`src/rtl/mult_feed_pkg.sv`:
```
// Shared types and constants for the shift-add multiplier operand feeder.
// Holds the FSM encoding and the byte-order helper used on the 8-bit bus.
package mult_feed_pkg;

    localparam int OPND_W     = 32;
    localparam int BUS_W      = 8;
    localparam int FEED_BYTES = 9;

    localparam logic [3:0] LAST_IDX = 4'(FEED_BYTES - 1);

    typedef enum logic [2:0] {
        IDLE     = 3'd0,
        START    = 3'd1,
        GAP      = 3'd2,
        FEED     = 3'd3,
        WAIT_RDY = 3'd4
    } feed_state_t;

    // Pair is packed {A, B}; bytes interleave A/B low-to-high, then A[7:0] again
    // because the multiplier re-samples its low operand byte on the extra cycle.
    function automatic logic [BUS_W-1:0] feed_byte(input logic [2*OPND_W-1:0] pair,
                                                   input logic [3:0]          idx);
        logic [OPND_W-1:0] a;
        logic [OPND_W-1:0] b;
        logic [BUS_W-1:0]  res;
        a = pair[2*OPND_W-1:OPND_W];
        b = pair[OPND_W-1:0];
        res = '0;
        case (idx)
            4'd0:    res = a[7:0];
            4'd1:    res = b[7:0];
            4'd2:    res = a[15:8];
            4'd3:    res = b[15:8];
            4'd4:    res = a[23:16];
            4'd5:    res = b[23:16];
            4'd6:    res = a[31:24];
            4'd7:    res = b[31:24];
            4'd8:    res = a[7:0];
            default: res = '0;
        endcase
        return res;
    endfunction

endpackage

```
`src/rtl/op_fifo.sv`:
```
// Generic FIFO: head data readable combinationally, zero-latency pop.
// Push ignored when full, pop ignored when empty; synchronous active-low reset.
module op_fifo #(
    parameter int WIDTH = 64,
    parameter int DEPTH = 2
) (
    input  logic                     clk,
    input  logic                     rst_b,
    input  logic                     push,
    input  logic [WIDTH-1:0]         push_dat,
    input  logic                     pop,
    output logic [WIDTH-1:0]         pop_dat,
    output logic                     full,
    output logic                     empty,
    output logic [$clog2(DEPTH):0]   count
);

    localparam int AW = $clog2(DEPTH);
    localparam logic [AW:0] FULL_CNT = (AW+1)'(DEPTH);

    logic [WIDTH-1:0] mem [DEPTH];
    logic [AW-1:0]    wr_ptr;
    logic [AW-1:0]    rd_ptr;
    logic             do_push;
    logic             do_pop;

    assign full    = (count == FULL_CNT);
    assign empty   = (count == '0);
    assign do_push = push && !full;
    assign do_pop  = pop && !empty;
    assign pop_dat = mem[rd_ptr];

    always_ff @(posedge clk) begin
        if (do_push) begin
            mem[wr_ptr] <= push_dat;
        end
    end

    always_ff @(posedge clk) begin
        if (!rst_b) begin
            wr_ptr <= '0;
            rd_ptr <= '0;
            count  <= '0;
        end else begin
            if (do_push) begin
                wr_ptr <= wr_ptr + 1'b1;
            end
            if (do_pop) begin
                rd_ptr <= rd_ptr + 1'b1;
            end
            case ({do_push, do_pop})
                2'b10:   count <= count + 1'b1;
                2'b01:   count <= count - 1'b1;
                default: count <= count;
            endcase
        end
    end

endmodule

```
`src/rtl/mult_operand_feeder.sv`:
```
// Buffers operand pairs and feeds them byte-serially to the shift-add multiplier.
// Start at +2 cycles from accept when idle; 11 bus cycles per operation; in_ready = FIFO not full.
module mult_operand_feeder
    import mult_feed_pkg::*;
#(
    parameter int DEPTH = 2
) (
    input  logic                    clk,
    input  logic                    rst_b,
    input  logic [OPND_W-1:0]       a_in,
    input  logic [OPND_W-1:0]       b_in,
    input  logic                    in_valid,
    output logic                    in_ready,
    input  logic                    rdy,
    output logic                    start,
    output logic [BUS_W-1:0]        M,
    output logic                    busy,
    output logic [$clog2(DEPTH):0]  fifo_count
);

    feed_state_t           state;
    feed_state_t           next_state;
    logic [3:0]            idx;
    logic [3:0]            idx_nxt;
    logic [2*OPND_W-1:0]   hold;
    logic [2*OPND_W-1:0]   head;
    logic [BUS_W-1:0]      m_q;
    logic                  ready_en;
    logic                  fifo_full;
    logic                  fifo_empty;
    logic                  push;
    logic                  pop;

    // ready_en keeps in_ready low until the first edge after reset release.
    assign in_ready = rst_b && ready_en && !fifo_full;
    assign push     = in_valid && in_ready;
    assign pop      = (state == IDLE) && !fifo_empty && rdy;
    assign idx_nxt  = idx + 4'd1;

    assign start = (state == START);
    assign busy  = (state != IDLE);
    assign M     = m_q;

    op_fifo #(
        .WIDTH (2*OPND_W),
        .DEPTH (DEPTH)
    ) u_fifo (
        .clk      (clk),
        .rst_b    (rst_b),
        .push     (push),
        .push_dat ({a_in, b_in}),
        .pop      (pop),
        .pop_dat  (head),
        .full     (fifo_full),
        .empty    (fifo_empty),
        .count    (fifo_count)
    );

    always_comb begin
        next_state = state;
        case (state)
            IDLE:     if (pop) next_state = START;
            START:    next_state = GAP;
            GAP:      next_state = FEED;
            FEED:     if (idx == LAST_IDX) next_state = WAIT_RDY;
            WAIT_RDY: if (rdy) next_state = IDLE;
            default:  next_state = IDLE;
        endcase
    end

    // M is registered one cycle ahead so each byte is stable for its whole FEED cycle.
    always_ff @(posedge clk) begin
        if (!rst_b) begin
            state    <= IDLE;
            idx      <= '0;
            hold     <= '0;
            m_q      <= '0;
            ready_en <= 1'b0;
        end else begin
            ready_en <= 1'b1;
            state    <= next_state;
            if (pop) begin
                hold <= head;
            end
            case (state)
                GAP: begin
                    idx <= '0;
                    m_q <= feed_byte(hold, 4'd0);
                end
                FEED: begin
                    if (idx == LAST_IDX) begin
                        m_q <= '0;
                    end else begin
                        idx <= idx_nxt;
                        m_q <= feed_byte(hold, idx_nxt);
                    end
                end
                default: m_q <= '0;
            endcase
        end
    end

endmodule
```
`config.mk`:
```
export PLATFORM = sky130hd
export DESIGN_NAME = mult_operand_feeder
export DESIGN_NICKNAME = d
export VERILOG_FILES = /design/src/rtl/mult_feed_pkg.sv /design/src/rtl/op_fifo.sv /design/src/rtl/mult_operand_feeder.sv
export SDC_FILE = /design/constraint.sdc
export NUM_CORES = 1
export LEC_CHECK = 0
export CAP_MARGIN = 20
export CORE_ASPECT_RATIO = 0.8
export CORE_UTILIZATION = 40
export DETAILED_ROUTE_END_ITERATION = 12
export PLACE_DENSITY_LB_ADDON = 0.05
export SYNTH_ARGS = -nofsm -noshare
export SYNTH_HDL_FRONTEND = slang
export SYNTH_HIERARCHICAL = 1
export SYNTH_SLANG_ARGS = --single-unit
export TNS_END_PERCENT = 20
```
`constraint.sdc`:
```
create_clock -name clk -period 3.57 [get_ports clk]
set_input_delay 0.357 -clock clk [delete_from_list [all_inputs] [get_ports clk]]
set_output_delay 0.357 -clock clk [all_outputs]
set_load 0.01 [all_outputs]
```
### Metal layers overlaid

Only two layers are drawn.
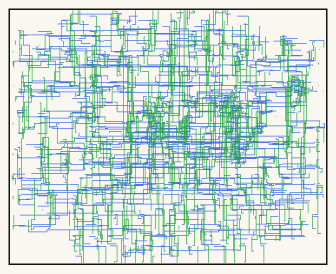
| colour | layer | wire length |
|---|---|---|
| blue | M1 | 8990 um |
| green | M2 | 8580 um |
count of vias placed by the detailed router: 5446
routed wire length: 18690 um
WL/cell: 17.70 um
GRT Util Overall: 0.1723

### Close-up of the layout

Window x 22 to 62, y 81 to 121 um. Cells in grey, sequential cells in the stronger grey; small squares are vias.
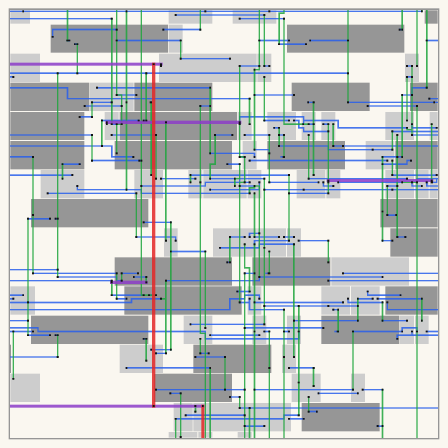
| colour | layer |
|---|---|
| green | M2 |
| purple | M3 |
| blue | M1 |
| red | M4 |
netlist names of flops here include: `hold` (12), `u_fifo/mem` (11)
most frequent: nand2_1 (22), dfxtp_1 (12)
cells with their middle in the window: 67
sequential cells in the window: 23

### Clock wiring as the flow saved it

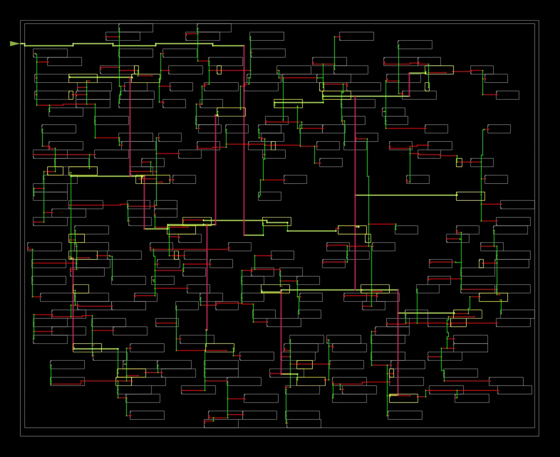
Sink Count: 213
P_clk: 0.00221 W

==> Slide: Implementation Results <==
Key Metrics from the Run

Floorplanning
  • Total Die Area: between 20000 and 25000 um2
  • IO Pins: between 80 and 90

Drt
  • Amount of wire on met3 after detailed routing: 765 um
  • DRC violation total after the first TritonRoute iteration: between 200 and 300

Flow run
  • Max-cap check violation count: 0

Synthesis
  • Yosys synthesis chip area: about 9000 um2
  • Number of enable-type register cells in the synthesized netlist: 128
  • Multiplexer share of the synthesized area: 0.08745
  • Post-synthesis cell type count: between 40 and 50
  • Total number of yosys warnings: 6
  • Main synth FF type: sky130_fd_sc_hd__edfxtp_1

Worst setup path
  • Worst reg2reg setup slack: approximately 0.85 ns

Layout
  • Inverters: 9
  • Gate Area: slightly below 3000 um2
  • Top cell excl fill/tap: sky130_fd_sc_hd__nand2_1
  • Area added between synthesis and finish: 19.15%

Run status
  • Outcome: completed

Placed design
  • Area after detailed placement: 9726 um2

Power
  • Fraction of power consumed by sequential logic: 0.521
  • Clock share of power: 0.428

STA
  • Share of the clock period used by the worst path after layout: 0.7612

Global routing
  • Number of global-route vias before repair: between 5000 and 6000
  • Met2 track utilization from global routing: 0.2824
### Sequential cells coloured by netlist name

Bar = 50 um. Other sequential cells in the stronger grey, the rest of the logic in the fainter grey.
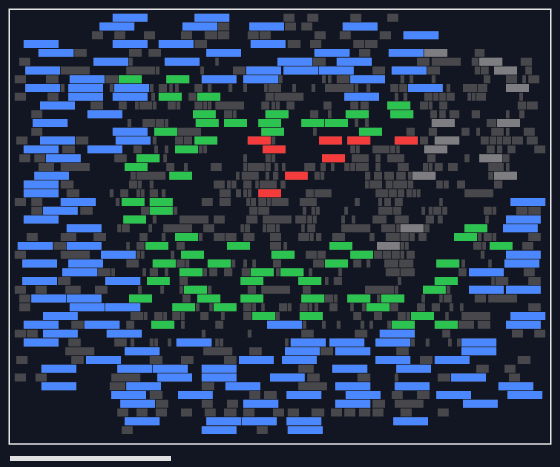
| colour | netlist name | placed flops |
|---|---|---|
| blue | `u_fifo/mem` | 128 |
| green | `hold` | 64 |
| red | `M` | 8 |
share of the final layout cell area in sequential cells: 0.5317
final standard cell utilization of the core: 0.4852

### Nets reached from selected ports

Bar = 50 um.
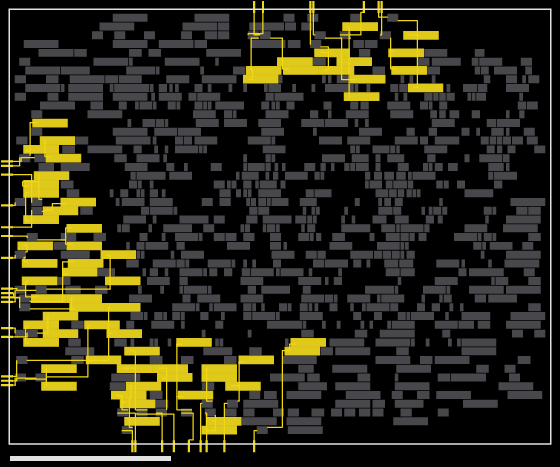
| colour | port | bits | direction | edge | end cells | buffers | wire |
|---|---|---|---|---|---|---|---|
| yellow | `a_in` | 32 | input | 16 left, 9 bottom, 7 top | 64 | 32 | 849 um |

==> Yosys cell counts (3+ instances only) <==
master | number | share of area
sky130_fd_sc_hd__a2111oi_2 | 8 | 0.014
sky130_fd_sc_hd__a211oi_1 | 7 | 0.0060
sky130_fd_sc_hd__a21boi_0 | 67 | 0.057
sky130_fd_sc_hd__a21boi_1 | 3 | 0.0026
sky130_fd_sc_hd__a21oi_1 | 16 | 0.0091
sky130_fd_sc_hd__a222oi_1 | 7 | 0.0080
sky130_fd_sc_hd__a22o_2 | 12 | 0.014
sky130_fd_sc_hd__a22oi_1 | 4 | 0.0034
sky130_fd_sc_hd__buf_2 | 18 | 0.010
sky130_fd_sc_hd__buf_6 | 5 | 0.0064
sky130_fd_sc_hd__clkbuf_1 | 13 | 0.0056
sky130_fd_sc_hd__clkbuf_8 | 3 | 0.0047
sky130_fd_sc_hd__dfxtp_1 | 85 | 0.19
sky130_fd_sc_hd__edfxtp_1 | 128 | 0.44
sky130_fd_sc_hd__ha_1 | 7 | 0.010
sky130_fd_sc_hd__inv_1 | 7 | 0.0030
sky130_fd_sc_hd__mux2_2 | 68 | 0.087
sky130_fd_sc_hd__nand2_1 | 149 | 0.064
sky130_fd_sc_hd__nand3_1 | 3 | 0.0017
sky130_fd_sc_hd__nor2_1 | 24 | 0.010
sky130_fd_sc_hd__nor2b_1 | 3 | 0.0021
sky130_fd_sc_hd__nor3_1 | 9 | 0.0051
sky130_fd_sc_hd__nor3b_1 | 3 | 0.0026
sky130_fd_sc_hd__o21a_1 | 6 | 0.0051
sky130_fd_sc_hd__o21ai_0 | 4 | 0.0023
sky130_fd_sc_hd__xnor2_1 | 4 | 0.0040
==> per-stage QoR <==
| step | std cells | utilization | setup slack [ns] | power, W |
|---|---|---|---|---|
| floorplan | 692 | - | 0.4422 | 0.002878 |
| global placement | 1015 | 0.4523 | 1.051 | 0.003015 |
| detailed placement | 1015 | 0.4523 | 0.9709 | 0.003021 |
| CTS | 1056 | 0.4852 | 0.9500 | 0.005256 |
| global route | 1056 | 0.4852 | 0.5662 | 0.005363 |
| finish | 1056 | 0.4852 | 0.8526 | 0.005179 |
==> kinds of logic (layout without fill, tap and decap cells) <==
logic type      after synthesis  in the layout
xor+xnor                      4              4
flops                       213            213
simple gates                205            205
compound gates              145            145
buf+inv                      50            139
mux                          68             68
fa+ha+maj                     7              7
==> critical path, stage by stage, from the launching register on <==
cell and delay [ns]:
sky130_fd_sc_hd__dfxtp_1 0.51, sky130_fd_sc_hd__ha_1 0.71, sky130_fd_sc_hd__inv_2 0.23, sky130_fd_sc_hd__a2111oi_0 0.50, sky130_fd_sc_hd__o22ai_1 0.15, sky130_fd_sc_hd__o211ai_2 0.36
sky130_fd_sc_hd__a21oi_1 0.13
==> power groups by stage <==
stage	clock network (W)	registers, W	logic (W)
finish	0.00221	0.00270	0.000264
global placement	0	0.00275	0.000263
CTS	0.00229	0.00270	0.000270
global route	0.00236	0.00271	0.000294
detailed placement	0	0.00275	0.000269
floorplan	0	0.00274	0.000141
==> path summary, 6_finish.rpt <==
kind	to	startpoint
setup / recovery	M[2]	idx[0]
hold reg to reg	hold[56]	hold[56]
setup reg to reg	M[2]	idx[0]
hold / removal	ready_en	rst_b
Power figures rest on the tool's default switching activity, not on a simulated workload.
